[src/rtl/music_box_pkg.sv]
// music_box_pkg: state codes and timed-state FSM encoding shared by the music box UI blocks.
package music_box_pkg;
  localparam logic [4:0] STATE_DO_NOTHING = 5'd0;
  localparam logic [4:0] STATE_PLAY_SONG0 = 5'd1;
  localparam logic [4:0] STATE_PLAY_SONG1 = 5'd2;
  localparam logic [4:0] STATE_PLAY_SONG2 = 5'd3;
  localparam logic [4:0] STATE_PLAY_SONG3 = 5'd4;
  typedef enum logic [1:0] {IDLE, RUN, PAUSE, DONE} timed_fsm_t;
endpackage

[src/rtl/tick_prescaler.sv]
// tick_prescaler: counts 0..DIV-1 while enabled, pulsing tick on the last count.
module tick_prescaler #(
  parameter int DIV = 10
) (
  input  logic clk,
  input  logic rst_n,
  input  logic enable_i,
  input  logic hold_i,
  input  logic clear_i,
  output logic tick_o
);
  localparam int W = DIV > 1 ? $clog2(DIV) : 1;
  logic [W-1:0] cnt_q, cnt_d;
  assign tick_o = enable_i && cnt_q == W'(DIV - 1);
  // a wrap beats hold so a tick landing with pause restarts the phase
  always_comb cnt_d = clear_i ? '0 : tick_o ? '0 : (enable_i && !hold_i) ? cnt_q + 1'b1 : cnt_q;
  always_ff @(posedge clk or negedge rst_n)
    if (!rst_n) cnt_q <= '0;
    else cnt_q <= cnt_d;
endmodule

[src/rtl/music_box_state_timed.sv]
// music_box_state_timed: timed UI state with pause/skip, holding completion until the controller leaves.
module music_box_state_timed
  import music_box_pkg::*;
#(
  parameter int STATE_ID = 1,
  parameter int CLK_HZ = 50_000_000,
  parameter int TICK_HZ = 1000,
  parameter int DURATION_TICKS = 5000,
  localparam int COUNTER_W = $clog2(DURATION_TICKS + 1)
) (
  input  logic                 clock_50Mhz,
  input  logic                 reset_n,
  input  logic [4:0]           currentState,
  input  logic                 pause,
  input  logic                 skip,
  output logic                 stateComplete,
  output logic                 active,
  output logic [COUNTER_W-1:0] elapsed,
  output logic [31:0]          debugString
);
  localparam int DIV = CLK_HZ / TICK_HZ;
  if (CLK_HZ % TICK_HZ != 0) begin : g_bad_div
    $error("CLK_HZ must be a multiple of TICK_HZ");
  end
  if (DURATION_TICKS < 1) begin : g_bad_dur
    $error("DURATION_TICKS must be at least 1");
  end
  if (STATE_ID < 0 || STATE_ID > 31) begin : g_bad_id
    $error("STATE_ID must fit in 5 bits");
  end
  timed_fsm_t state_q, state_d;
  logic [COUNTER_W-1:0] elapsed_q, elapsed_d;
  logic match, running, tick;
  assign match = currentState == 5'(STATE_ID);
  assign running = state_q == RUN;
  tick_prescaler #(.DIV(DIV)) u_prescaler (
    .clk     (clock_50Mhz),
    .rst_n   (reset_n),
    .enable_i(running),
    .hold_i  (pause),
    .clear_i (!match || !(running || state_q == PAUSE)),
    .tick_o  (tick)
  );
  always_comb begin
    state_d = state_q;
    elapsed_d = elapsed_q;
    if (!match) begin
      state_d = IDLE;
      elapsed_d = '0;
    end else begin
      case (state_q)
        IDLE: begin
          state_d = RUN;
          elapsed_d = '0;
        end
        RUN:
          if (skip) state_d = DONE;
          else if (tick && elapsed_q == COUNTER_W'(DURATION_TICKS - 1)) begin
            state_d = DONE;
            elapsed_d = COUNTER_W'(DURATION_TICKS);
          end else begin
            elapsed_d = tick ? elapsed_q + 1'b1 : elapsed_q;
            state_d = pause ? PAUSE : RUN;
          end
        PAUSE: state_d = skip ? DONE : pause ? PAUSE : RUN;
        default: state_d = DONE;
      endcase
    end
  end
  always_ff @(posedge clock_50Mhz or negedge reset_n)
    if (!reset_n) begin
      state_q <= IDLE;
      elapsed_q <= '0;
    end else begin
      state_q <= state_d;
      elapsed_q <= elapsed_d;
    end
  assign stateComplete = state_q == DONE;
  assign active = running || state_q == PAUSE;
  assign elapsed = elapsed_q;
  assign debugString = {state_q, 14'b0, 16'(elapsed_q)};
endmodule

[config.mk]
export PLATFORM = sky130hd
export DESIGN_NAME = music_box_state_timed
export DESIGN_NICKNAME = d
export VERILOG_FILES = /design/src/rtl/music_box_pkg.sv /design/src/rtl/tick_prescaler.sv /design/src/rtl/music_box_state_timed.sv
export SDC_FILE = /design/constraint.sdc
export NUM_CORES = 1
export LEC_CHECK = 0
export CORE_MARGIN = 2
export CORE_UTILIZATION = 35
export DETAILED_ROUTE_END_ITERATION = 6
export GPL_ROUTABILITY_DRIVEN = 0
export SLEW_MARGIN = 20
export SYNTH_ARGS = -nofsm -noshare
export SYNTH_HDL_FRONTEND = slang
export SYNTH_SLANG_ARGS = --single-unit
[constraint.sdc]
create_clock -name clock_50Mhz -period 2.3 [get_ports clock_50Mhz]
set_input_delay 0.46 -clock clock_50Mhz [delete_from_list [all_inputs] [get_ports clock_50Mhz]]
set_output_delay 0.46 -clock clock_50Mhz [all_outputs]
set_load 0.03 [all_outputs]
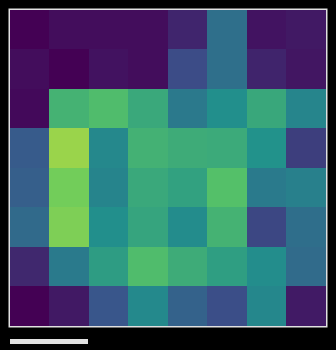
**Above:** run 1 (local utilization).
Scale bar: 20 um. 8 x 8 tiles, from dark purple (low) to yellow (high), 0 to 100% covered.
The densest ninth of the die: center. The mean over all tiles is 37%. 4.7% of the tiles are nearly empty. The emptiest ninth of the die: north-west.
fp util: 35.61%
Core Box Area: 0.005851 mm^2
final core occ: 43.03%

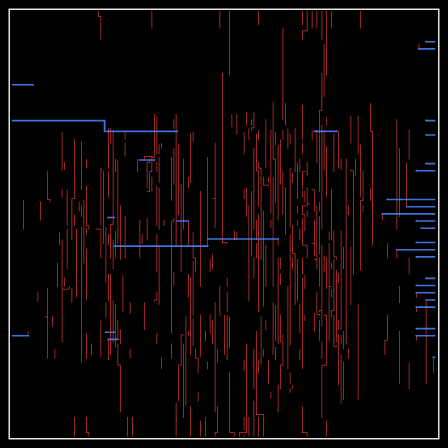
**Above:** run 1 (routed metal, one color a layer).
Two of the layers only.
met3: drawn in blue, wire length 163 um. met2: drawn in red, wire length 2250 um.
drt wl/cell: 13.13 um
final WL: 4424 um

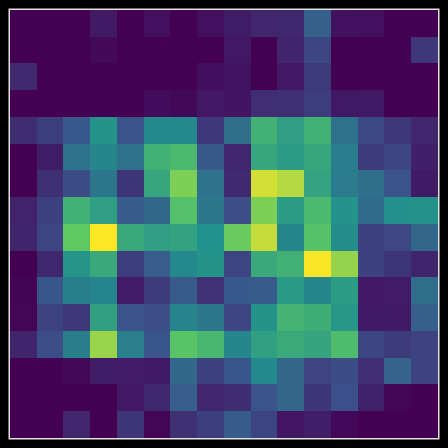
**Above:** run 1 (wire density map).
16 x 16 tiles, from dark purple (low) to yellow (high), scaled to the fullest tile. Values are wire area over tile area, all layers added.
The mean over all tiles is 0.10. The fullest tile reaches 0.41. 20% of the tiles are over half the peak.

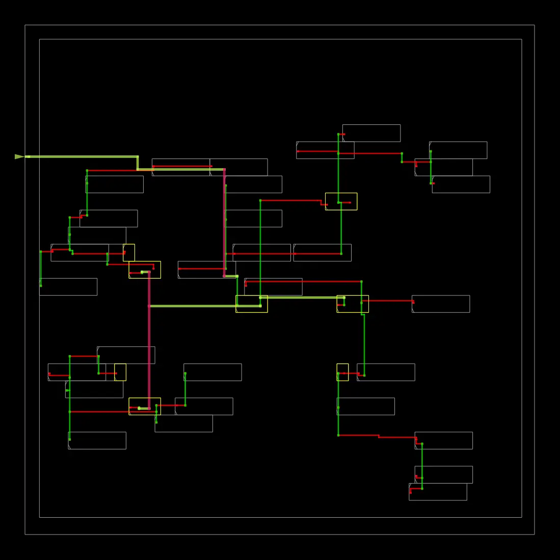
**Above:** run 1 (clock wiring as the flow saved it).
Clock Skews: 8.945 ps
total CTS buffers: 5

[run 1: critical path, stage by stage, from the launching register on]
cell and delay [ps]:
dfrtp_1 420, inv_1 100, ha_2 260, and4b_1 270
nand3_2 170, o21a_2 370, o41ai_1 380
[run 1: worst max path at each step]
stage                     from           to  cells after the start
6_report            state_q[1]   elapsed[4]                      6
2_1_floorplan       state_q[1]   elapsed[5]                      8
3_3_place_gp   currentState[1]  elapsed[12]                      6
3_5_place_dp   currentState[1]   elapsed[2]                      6
5_1_grt             state_q[1]   elapsed[4]                      6
4_1_cts             state_q[0]       active                      3
[run 1: registers in the layout (all words and copies together) (netlist names)]
signal             cells
elapsed               13
u_prescaler.cnt_q     16
state_q                2
[run 1: area by class of cell]
type	instances	area [um^2]	area share [%]
clock buffers	5	68.82	2.734
inverters	7	26.28	1.044
clock inverters	3	15.01	0.5964
repair buffers	46	442.9	17.59
multi-input cells	170	1095	43.49
well taps	75	93.84	3.728
flip-flops and latches	31	775.7	30.82
[run 1: per-stage QoR]
step	utilization (%)	setup TNS (ps)
after floorplan	-	0
after global placement	41.51	0
after detailed placement	41.51	-172.4
after CTS	42.94	0
after global routing	43.03	0
final	43.03	0
[run 1: where the power goes]
| group | internal (uW) | leakage [uW] | switching (uW) |
|---|---|---|---|
| Sequential | 545 | 0.000433 | 0.418 |
| Clock | 207 | 0.0000477 | 207 |
| Combinational | 17.9 | 0.000557 | 56.5 |
[run 1: routing by layer]
metal,wire [um],GRT usage [%]
met5,0,0
met4,38,4.576
met3,162,3.333
met2,2246,25.87
met1,1976,17.48
[run 1: cells by family after synthesis]
logic type	synth area share, %
simple gates	27.09
buf+inv	13.21
compound gates	11.29
flops	37.24
xor+xnor	6.306
fa+ha+maj	4.204
other cells	0.1800
mux	0.4805
==> flow_summary.yaml, run 1 <==
# yosys + openroad results
hold_path:
  hp-class: "register to register"
  hold_depth: 2
  min_to: "u_prescaler.cnt_q[15]"
  min_from: "u_prescaler.cnt_q[15]"
logic_synthesis:
  synth_seq_share_pct: 37.24
  synthCells: 226
  top_area_cell: "dfrtp_1"
  yosysUniqueCellTypes: 52
  most_common_cell: "dfrtp_1"
  async_reset_ff_share_pct: 100.0
  common_cells: "dfrtp_1 (31), buf_4 (30), nor2_1 (28)"
  edf_count: 0
  synth.area.top_cells: "dfrtp_1 (37%), buf_4 (11%), nor2_1 (5.0%), ha_1 (4.2%), xor2_1 (3.8%)"
  ys_ff: 31
  ff_type: "dfrtp_1"
  netlist_area_mm2: 0.002083
  yosys_cells: 226
  top_cell_area_share_pct: 37.24
  avgSynthCellArea_um2: 9.218
  yosys_warnings: 0
  ys_area_mm2: 0.002083
pwr:
  power_density_mw_per_mm2: 410.9
  p_leak_uw: 0.001038
  power_uw: 1034
  peakVddDrop_mv: 0.3319
critical_path:
  crit_path_end_kind: "register"
  worstPathRequired_ps: 2480
  rr_worst_depth: 6
  crit_fanout: 15
  worstSetupStartpointType: "register"
  worstPathArrival_ps: 2250
  path_class: "register to register"
  r2r_end: "elapsed[4]"
  rrSetupSlack_ps: 220
  reg2reg_from: "state_q[1]"
placed_design:
  portBuffers: 38
  dpl.hpwl_um: 3376
  dpl-instance-area_mm2: 0.002429
  place_ws_ps: -38.55
  dp.cells: 329
global_route:
  grt_max_degree: 32
  grtUsageTotal_pct: 14.59
  grt_pass1_vias: 1568
  overflow: 0
  antenna_found_initial: 0
  grt_first_pass_wirelength_um: 7369
route:
  dr.pass1.iters: 4
  drtIter0Drc: 55
  vias: 1651
  ant_nets: 0
  post-route-drc-count: 0
  viasPerCell: 4.899
floorplan:
  fp-row-count: 28
  fp.dieArea_mm2: 0.006585
  io_pins: 56
  die_w_um: 81.15
  fp.dieH_um: 81.15
clocking:
  htreeDepth: 2
  cts_setup_buffers: 0
  cts_buffer_depth: 2
  cts.sinks: 31
  clock.latency.late_pin_ps: 280
  hold_buffers: 0
  cts_root_buffer: "clkbuf_8"
  clk_pin_slew_worst_paths_ps: 70
  tritoncts: "yes"
  ctsResizeCount: 0
layout:
  lay_top_count: "clkdlybuf4s50_1"
  fin_cells: 337
  syn_to_final_growth_pct: 20.84
  final.fill_count: 574
  drive_gt1_share_pct: 11.07
  post-route-cell-area_mm2: 0.002517
  nNetsFinal: 277
  n_antenna_cell: 0
  most-common-layout-cells: "clkdlybuf4s50_1 (37), dfrtp_1 (31), nor2_1 (28)"
status:
  status: "finished, final reports clean"
flow_run:
  log.warning_count: 30
  max_cap_viol_count: 0
sta:
  timing.final.crit_share_pct: 90.23
  fmax_ghz: 0.4819
  final-setup-viol-count: 0
  min_period_ps: 2075
  rsz0062_at_grt: "no"
  slew_viol_final: 0
  holdWs_ps: 536.8
  hold_viol_final: 0
  timing.final.ws_setup_ps: 224.8
--- run 2 (diff from run 1) ---
- CORE_MARGIN: 2 -> default
==> run 2 against run 1 <==
Net effect: worst hold slack improved by 5.1 ps; design area grew 0.35%; synthesized area is the same.
==> flow_summary.yaml, run 2 <==
# yosys + openroad results
critical_path:
  worstSetupStartpointType: "register"
  rrSetupSlack_ps: 340
  reg2reg_from: "elapsed[0]"
  cpMaxStageDelayCell: "clkdlybuf4s50_1"
  crit_path_end_kind: "primary output"
  max_stage_delay_ps: 680
  critPathBufInv: 2
  crit_fanout: 5
  crit_chain: "inv_1 -> ha_1 -> clkdlybuf4s50_1"
  worstPathRequired_ps: 1840
  path_delay_family: "buffers and inverters"
  path_class: "register to primary output"
  startpoint: "state_q[0]"
  worstPathArrival_ps: 1770
clocking:
  cts_root_buffer: "clkbuf_8"
  cts_buffer_depth: 2
  hold_buffers: 0
  tritoncts: "yes"
  cts_setup_buffers: 0
  htreeDepth: 2
  clock.latency.late_pin_ps: 290
  clk_pin_slew_worst_paths_ps: 70
  cts.sinks: 31
  cts_buffers: 5
  ctsResizeCount: 0
layout:
  largest_register_ffs: 16
  fin_cells: 335
  drive_gt1_share_pct: 10.27
  post-route-cell-area_mm2: 0.002526
  nNetsFinal: 278
  syn_to_final_growth_pct: 21.26
  lay_top_count: "clkdlybuf4s50_1"
  most-common-layout-cells: "clkdlybuf4s50_1 (38), dfrtp_1 (31), nor2_1 (28)"
  n_antenna_cell: 0
  regMostFlops: "u_prescaler.cnt_q"
floorplan:
  coreArea_mm2: 0.005608
  fp.dieArea_mm2: 0.006265
  initCoreUtil_pct: 37.15
  fp.dieH_um: 79.15
  die_w_um: 79.15
  fp-row-count: 27
  io_pins: 56
route:
  dr.pass1.iters: 4
  ant_nets: 0
  routed.top_layer: "met4"
  wl_met3_um: 221
  viasPerCell: 4.982
  drt_wl_total_um: 4435
  wire_per_inst_um: 13.24
  vias: 1669
  met2_length_um: 2144
  post-route-drc-count: 0
  m1WireLength_um: 2001
  drtIter0Drc: 106
status:
  status: "finished, final reports clean"
logic_synthesis:
  ff_type: "dfrtp_1"
  synth_seq_share_pct: 37.24
  yosys_cells: 226
  top_area_cell: "dfrtp_1"
  avgSynthCellArea_um2: 9.218
  ys_ff: 31
  edf_count: 0
  most_common_cell: "dfrtp_1"
  netlist_area_mm2: 0.002083
  yosys_warnings: 0
  top_cell_area_share_pct: 37.24
  common_cells: "dfrtp_1 (31), buf_4 (30), nor2_1 (28)"
  ys_area_mm2: 0.002083
  async_reset_ff_share_pct: 100.0
  synthCells: 226
  yosysUniqueCellTypes: 52
  synth.area.top_cells: "dfrtp_1 (37%), buf_4 (11%), nor2_1 (5.0%), ha_1 (4.2%), xor2_1 (3.8%)"
pwr:
  peakVddDrop_mv: 0.3905
  power_density_mw_per_mm2: 410.6
  p_leak_uw: 0.001029
placed_design:
  place_ws_ps: -23.11
  dpl.hpwl_um: 3242
  portBuffers: 38
  dpl-instance-area_mm2: 0.002445
  dp.cells: 327
flow_run:
  log.warning_count: 30
  max_cap_viol_count: 0
sta:
  final-setup-viol-count: 0
  rsz0062_at_grt: "no"
  timing.final.crit_share_pct: 96.91
  timing.final.ws_setup_ps: 71.02
  worst_clock_skew_ps: 9.742
  fmax_ghz: 0.4486
  min_period_ps: 2229
  slew_viol_final: 0
  hold_viol_final: 0
global_route:
  grt_first_pass_wirelength_um: 7728
  antenna_found_initial: 0
  grt_pass1_vias: 1657
  grt.busiest_layer: "met2"
  grt_use_met3_pct: 3.908
  grtUsageTotal_pct: 15.89
  use_met2_pct: 26.29
  overflow: 0
  grt_max_degree: 32
  globalRouteMet1Util_pct: 19.58
hold_path:
  hp-class: "register to register"
  min_from: "u_prescaler.cnt_q[15]"
==> run 2: logic make-up after synthesis <==
group	after synthesis	synth area share [%]
other	1	0.1800
buffers and inverters	41	13.21
XOR/XNOR	15	6.306
AND-OR/OR-AND	34	11.29
adder cells (fa/ha/maj)	7	4.204
AND/OR/NAND/NOR	96	27.09
multiplexers	1	0.4805
flip-flops	31	37.24
==> run 2: through the flow <==
step	TNS [ps]	utilization (%)	hold WS [ps]	total power, uW
3_5_place_dp	-50.90	43.60	527.2	631.5
6_report	0	45.05	542.0	1037
3_3_place_gp	0	43.60	515.2	630.9
4_1_cts	0	45.05	552.8	1050
2_1_floorplan	0	-	164.4	622.2
5_1_grt	0	45.05	604.1	1081
==> run 2: area by class of cell <==
| cell class | instances | area (um^2) |
|---|---|---|
| Timing Repair Buffer | 47 | 460.4 |
| Clock buffer | 7 | 76.32 |
| Sequential cell | 31 | 775.7 |
| Clock inverter | 1 | 5.005 |
| Tap cell | 72 | 90.09 |
| Multi-Input combinational cell | 170 | 1092 |
| Inverter | 7 | 26.28 |
| Fill cell | 574 | 3082 |
==> run 2: worst paths after layout <==
check,to,depth (start not counted)
worst max-delay path,active,3
worst min-delay path,u_prescaler.cnt_q[15],2
worst max register to register,state_q[1],7
worst min register to register,u_prescaler.cnt_q[15],2
max in group asynchronous,u_prescaler.cnt_q[3],2
min in group asynchronous,elapsed[2],2
==> run 2: power by group <==
| group | internal, uW | total, uW | switching, uW | leakage (uW) |
|---|---|---|---|---|
| sequential | 546 | 546 | 0.390 | 0.000433 |
| combinational | 18.1 | 74.8 | 56.7 | 0.000553 |
| clock | 212 | 416 | 204 | 0.0000422 |
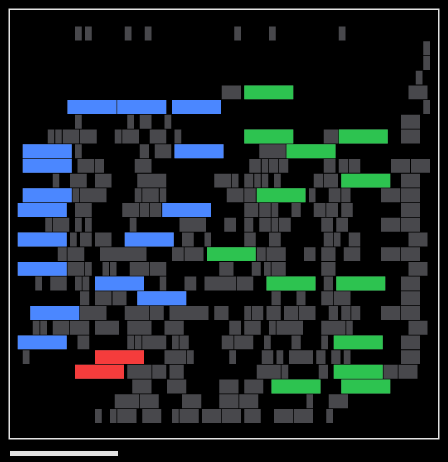
**Above:** run 2 (sequential cells colored by netlist name).
Scale bar: 20 um. Other cells in gray.
u_prescaler.cnt_q: drawn in blue, sequential cells 16. state_q: drawn in red, sequential cells 2. elapsed: drawn in green, sequential cells 13.

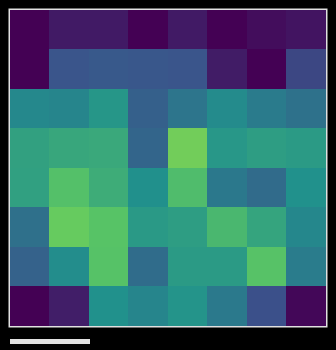
**Above:** run 2 (local utilization).
Scale bar: 20 um. 8 x 8 tiles, from dark purple (low) to yellow (high), 0 to 100% covered.
The fullest tile reaches 78%. The emptiest ninth of the die: north-east. 11% of the tiles are nearly empty. The mean over all tiles is 39%. 3.1% of the tiles are over 75% full. The densest ninth of the die: west.

Power is estimated from default activity; no workload was simulated.
